Design reaction_player, sky130hd; sources not shown.
==> run_1/m1.png <==
(3 px per um)
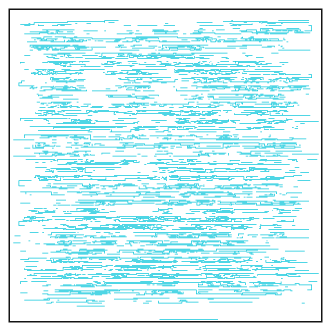
The layer holds 44% of the routed length. The layer carries 7520 um of wire.
met1 usage: 44.3%
Detailed Route WL: 17200 um
DR vias: 5900

==> run_1/ff_map.png <==
(4 px per um) Other sequential cells in the stronger grey, the rest of the logic in the fainter grey.
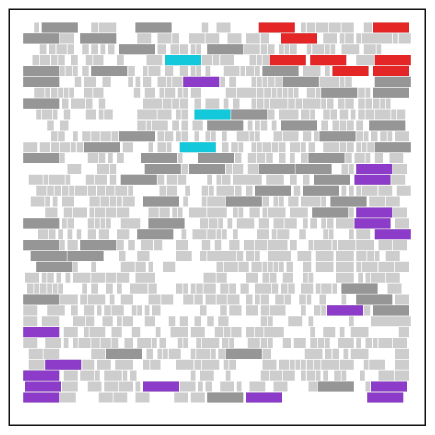
Key: `pcnt` = red [placed flops 8, where top right]; `measured` = purple [placed flops 16]; `state` = cyan [placed flops 3]
register area: 2050 um2
P_seq: 0.996 mW

==> run_1/closeup.png <==
Region (65, 65) to (90, 90) um. Cells in grey, sequential cells in the stronger grey; small squares are vias.
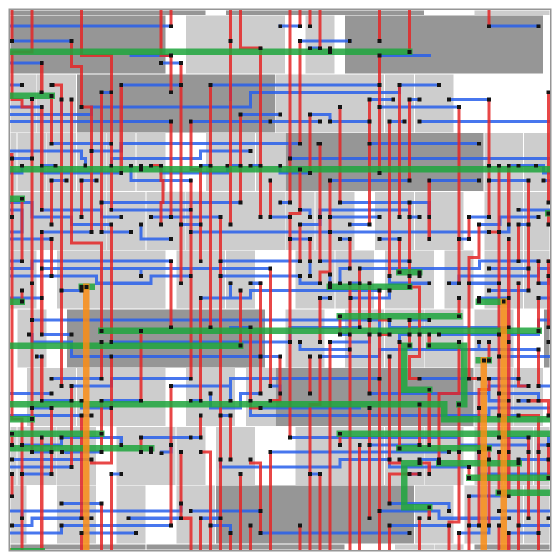
Key: M2 = red; M4 = orange; M3 = green; M1 = blue
71 logic cells have their middle in the window. Sequential cells in the window: 7. Most frequent: a21oi_1 (13), nor2_1 (12), o21ai_0 (9).

==> results.yml, run 1 <==
# synthesis and place-and-route metrics
run_status:
  status: "complete, no violations"
pwr:
  p_total_mw: 3.55
  power.density_nw_per_um2: 510
  leakagePower_nw: 3.09
final_timing:
  hold_viol_final: 0
  tightest_slew_ns: 0.905
  finClkSkew_ns: 0.0159
  period_used_pct: 75.3
  hold_ws_ns: 0.324
  finalMaxSlewViolations: 0
  slew_headroom_pct: 38.8
  period_minus_slack_ns: 4.18
clock_tree:
  h-tree-depth: 3
  root_buffer: "clkbuf_8"
  cts_tree: "done"
  ctsResizeCount: 0
  max-clock-path-buffers: 2
  clock-sinks: 82
  clock_latency_ns: 0.37
finish:
  buffers: 96
  postLayoutCoreUtil_pct: 75.3
  nClkBuffers: 9
  logic_area_um2: 3580
  sh_comb_area_pct: 51.4
  layout_top_cell: "dfrtp_1"
  fin_nets: 873
  drive_above_1_share_pct: 7.48
  final_cell_mix: "82 x dfrtp_1, 72 x o21ai_0, 62 x nand2_1, 61 x nor2_1, 59 x inv_1"
logic_synthesis:
  xor_share_pct: 2.77
  ys_seq_share_pct: 34.2
  ys.flops: 82
  logic_family: "AND-OR/OR-AND gates"
  area_leaders: "dfrtp_1 34%, ha_1 7.5%, o21ai_0 6.0%"
  synth-async-reset-ratio_pct: 100
  flop_cell: "dfrtp_1"
  simple_gate_share_pct: 20.8
  netlist_instances: 728
  compound_area_share_pct: 23.1
  synth_cell_types: 71
  syn_nets: 804
  ys_sh_mux_pct: 4.75
  yosys.area.top_type: "dfrtp_1"
worst_setup_path:
  ff2ff_path_depth: 11
  cp-start-kind: "primary input"
  cp.arrival_ns: 4.44
  path_buffers: 2
  crit_cells: 12
  crit_chain: "clkdlybuf4s50_1 -> inv_1 -> ha_1 -> nor2b_1 -> o2111ai_1 -> a21oi_1 -> nor3_1 -> o21ai_2 -> mux2_2 -> a2111oi_0 -> a311oi_1 -> o41ai_1"
  cp_max_fo: 8
  worstSetupPathType: "primary input to flop"
global_routing:
  antenna_found_initial: 0
  overflow: 0
  gr-usage-met3_pct: 3.74
  track_usage_pct: 31.7
  grt.busiest_layer: "met2"
drt:
  drtIter0Drc: 477
  wl_met3_um: 1200
  drt_first_pass_iters: 5
  highest_layer: "met4"
flow_run:
  maxCapViolations: 0
place:
  gp_congestion: 0.950
  placed_cell_area_um2: 6770
  dp_hpwl_um: 12800
  placement.io_buffers: 57
  placedCellCount: 915
die:
  die_h_um: 104
  taps: 129
  dieWidth_um: 104
  chip_area_um2: 10700
## run 1: synth_stat cells (5+ instances only)
library cell   n
mux2i_1        6
a22oi_1        6
o22ai_1        9
xor2_1         8
o21a_1         9
nor2_1        61
nand2b_1       7
nor4_1         7
mux2_2        20
and3_1         6
dfrtp_1       82
or3_1         11
a2111oi_0      6
ha_1          36
a211oi_1       8
o31ai_1        7
or2_2          5
nor2b_1        9
nand3_1       20
clkbuf_1      33
xnor2_1       11
nand2_1       62
o21ai_0       72
a31oi_1        7
nor3_1        29
a21oi_1       44
inv_1         59
a21o_1        18
nand4_1        7
## run 1: power breakdown
group | internal [mW] | switching [mW] | leakage [nW]
Clock | 0.176 | 0.273 | 0.0931
Sequential | 0.797 | 0.199 | 1.06
Combinational | 0.782 | 1.32 | 1.94
Total | 1.76 | 1.80 | 3.09
==> run 2, diff against run 1 <==
- CORE_UTILIZATION: 63 -> 53
- PLACE_DENSITY: 0.88 -> 0.79
- clock period: 5.55 -> 3.65 ns (I/O delays scaled with it)
==> run_2/m1.png <==
(2 px per um)
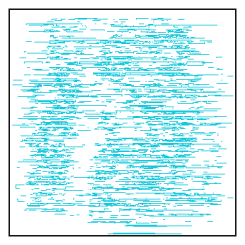
The wires run mostly horizontal. The layer holds 42% of the routed length.
Detailed Route WL: 17000 um
DR vias: 5786
met1 usage: 35.7%

==> run_2/closeup.png <==
Region (72, 72) to (97, 97) um. Cells in grey, sequential cells in the stronger grey; small squares are vias.
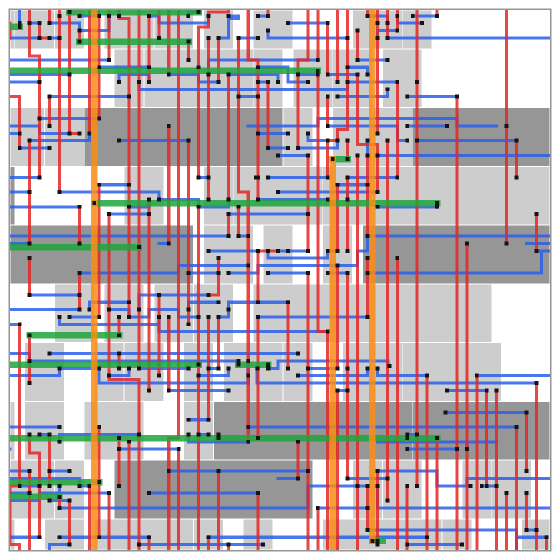
Key: M1 = blue; M3 = green; M4 = orange; M2 = red
Sequential cells in the window: 7. 62 logic cells have their middle in the window. Most frequent: nor2_1 (12), o21ai_0 (10), dfrtp_1 (7).

==> run_2/congestion_map.png <==
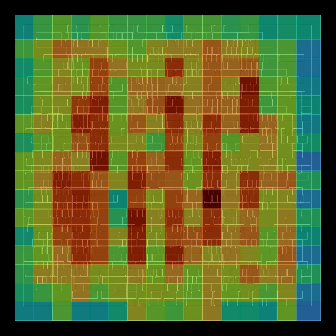
met2 Resource Use GR: 44.3%
Core Util, Final: 65.3%
GRT Util Overall: 27.2%
WL per Instance: 18.2 um

==> results.yml, run 2 <==
# synthesis and place-and-route metrics
drt:
  highest_layer: "met4"
  wl_met3_um: 1050
final_timing:
  hold_ws_ns: 0.174
  finClkSkew_ns: 0.00656
  hold_viol_final: 0
pwr:
  p_int_mw: 3.05
  comb_power_share_pct: 57.0
  p_comb_mw: 3.28
  power.density_nw_per_um2: 806
  switching_share_pct: 46.9
  p_total_mw: 5.75
  leakagePower_nw: 3.19
  p_clk_share_pct: 16.9
  seq_power_mw: 1.50
  pwr-share-seq_pct: 26.2
clock_tree:
  root_buffer: "clkbuf_16"
  cts_tree: "done"
  max-clock-path-buffers: 2
  h-tree-depth: 3
logic_synthesis:
  netlist_instances: 728
  ys_seq_share_pct: 34.2
  yosys.area.top_type: "dfrtp_1"
  synth_cell_types: 71
  area_leaders: "dfrtp_1 34%, ha_1 7.5%, o21ai_0 6.0%"
  flop_cell: "dfrtp_1"
  syn_nets: 804
  ys.flops: 82
  synth-async-reset-ratio_pct: 100
  synthTopCellsByCount: "82 x dfrtp_1, 72 x o21ai_0, 62 x nand2_1, 61 x nor2_1, 59 x inv_1"
place:
  placed_cell_area_um2: 6770
  placement.io_buffers: 57
finish:
  seqCellArea_um2: 2050
  layout_top_cell: "dfrtp_1"
  nClkBuffers: 13
  buffers: 90
  fin_nets: 867
worst_setup_path:
  crit_cells: 14
  crit_chain: "clkdlybuf4s50_1 -> inv_1 -> ha_1 -> inv_1 -> fa_2 -> xor2_1 -> a221o_1 -> a2111oi_2 -> o311ai_1 -> nor4_1 -> nand4_1 -> o31ai_2 -> o2111ai_1 -> o41ai_2"
  cp_max_fo: 3
global_routing:
  gr-usage-met3_pct: 4.04
  overflow: 0
flow_run:
  maxCapViolations: 0
run_status:
  status: "complete, no violations"
die:
  die_h_um: 112
## run 2: cell families (layout without fill, tap and decap cells)
| logic type | after synthesis | count (layout) | share of synthesized area, % |
|---|---|---|---|
| flip-flops | 82 | 82 | 34.2 |
| AND/OR/NAND/NOR | 247 | 247 | 20.8 |
| AND-OR/OR-AND | 219 | 219 | 23.1 |
| multiplexers | 26 | 26 | 4.75 |
| adder cells (fa/ha/maj) | 38 | 38 | 8.16 |
| XOR/XNOR | 19 | 19 | 2.77 |
| buffers and inverters | 97 | 165 | 6.25 |
## run 2: timing repair
item                       CTS  global route
cloned                       0             0
setup endpoints to repair    1             1
pin swaps                    2             7
resized                      9            21
buffers inserted             0             2
hold endpoints to repair     0             0
No activity file was given, so power comes from the tool's default toggle rates.
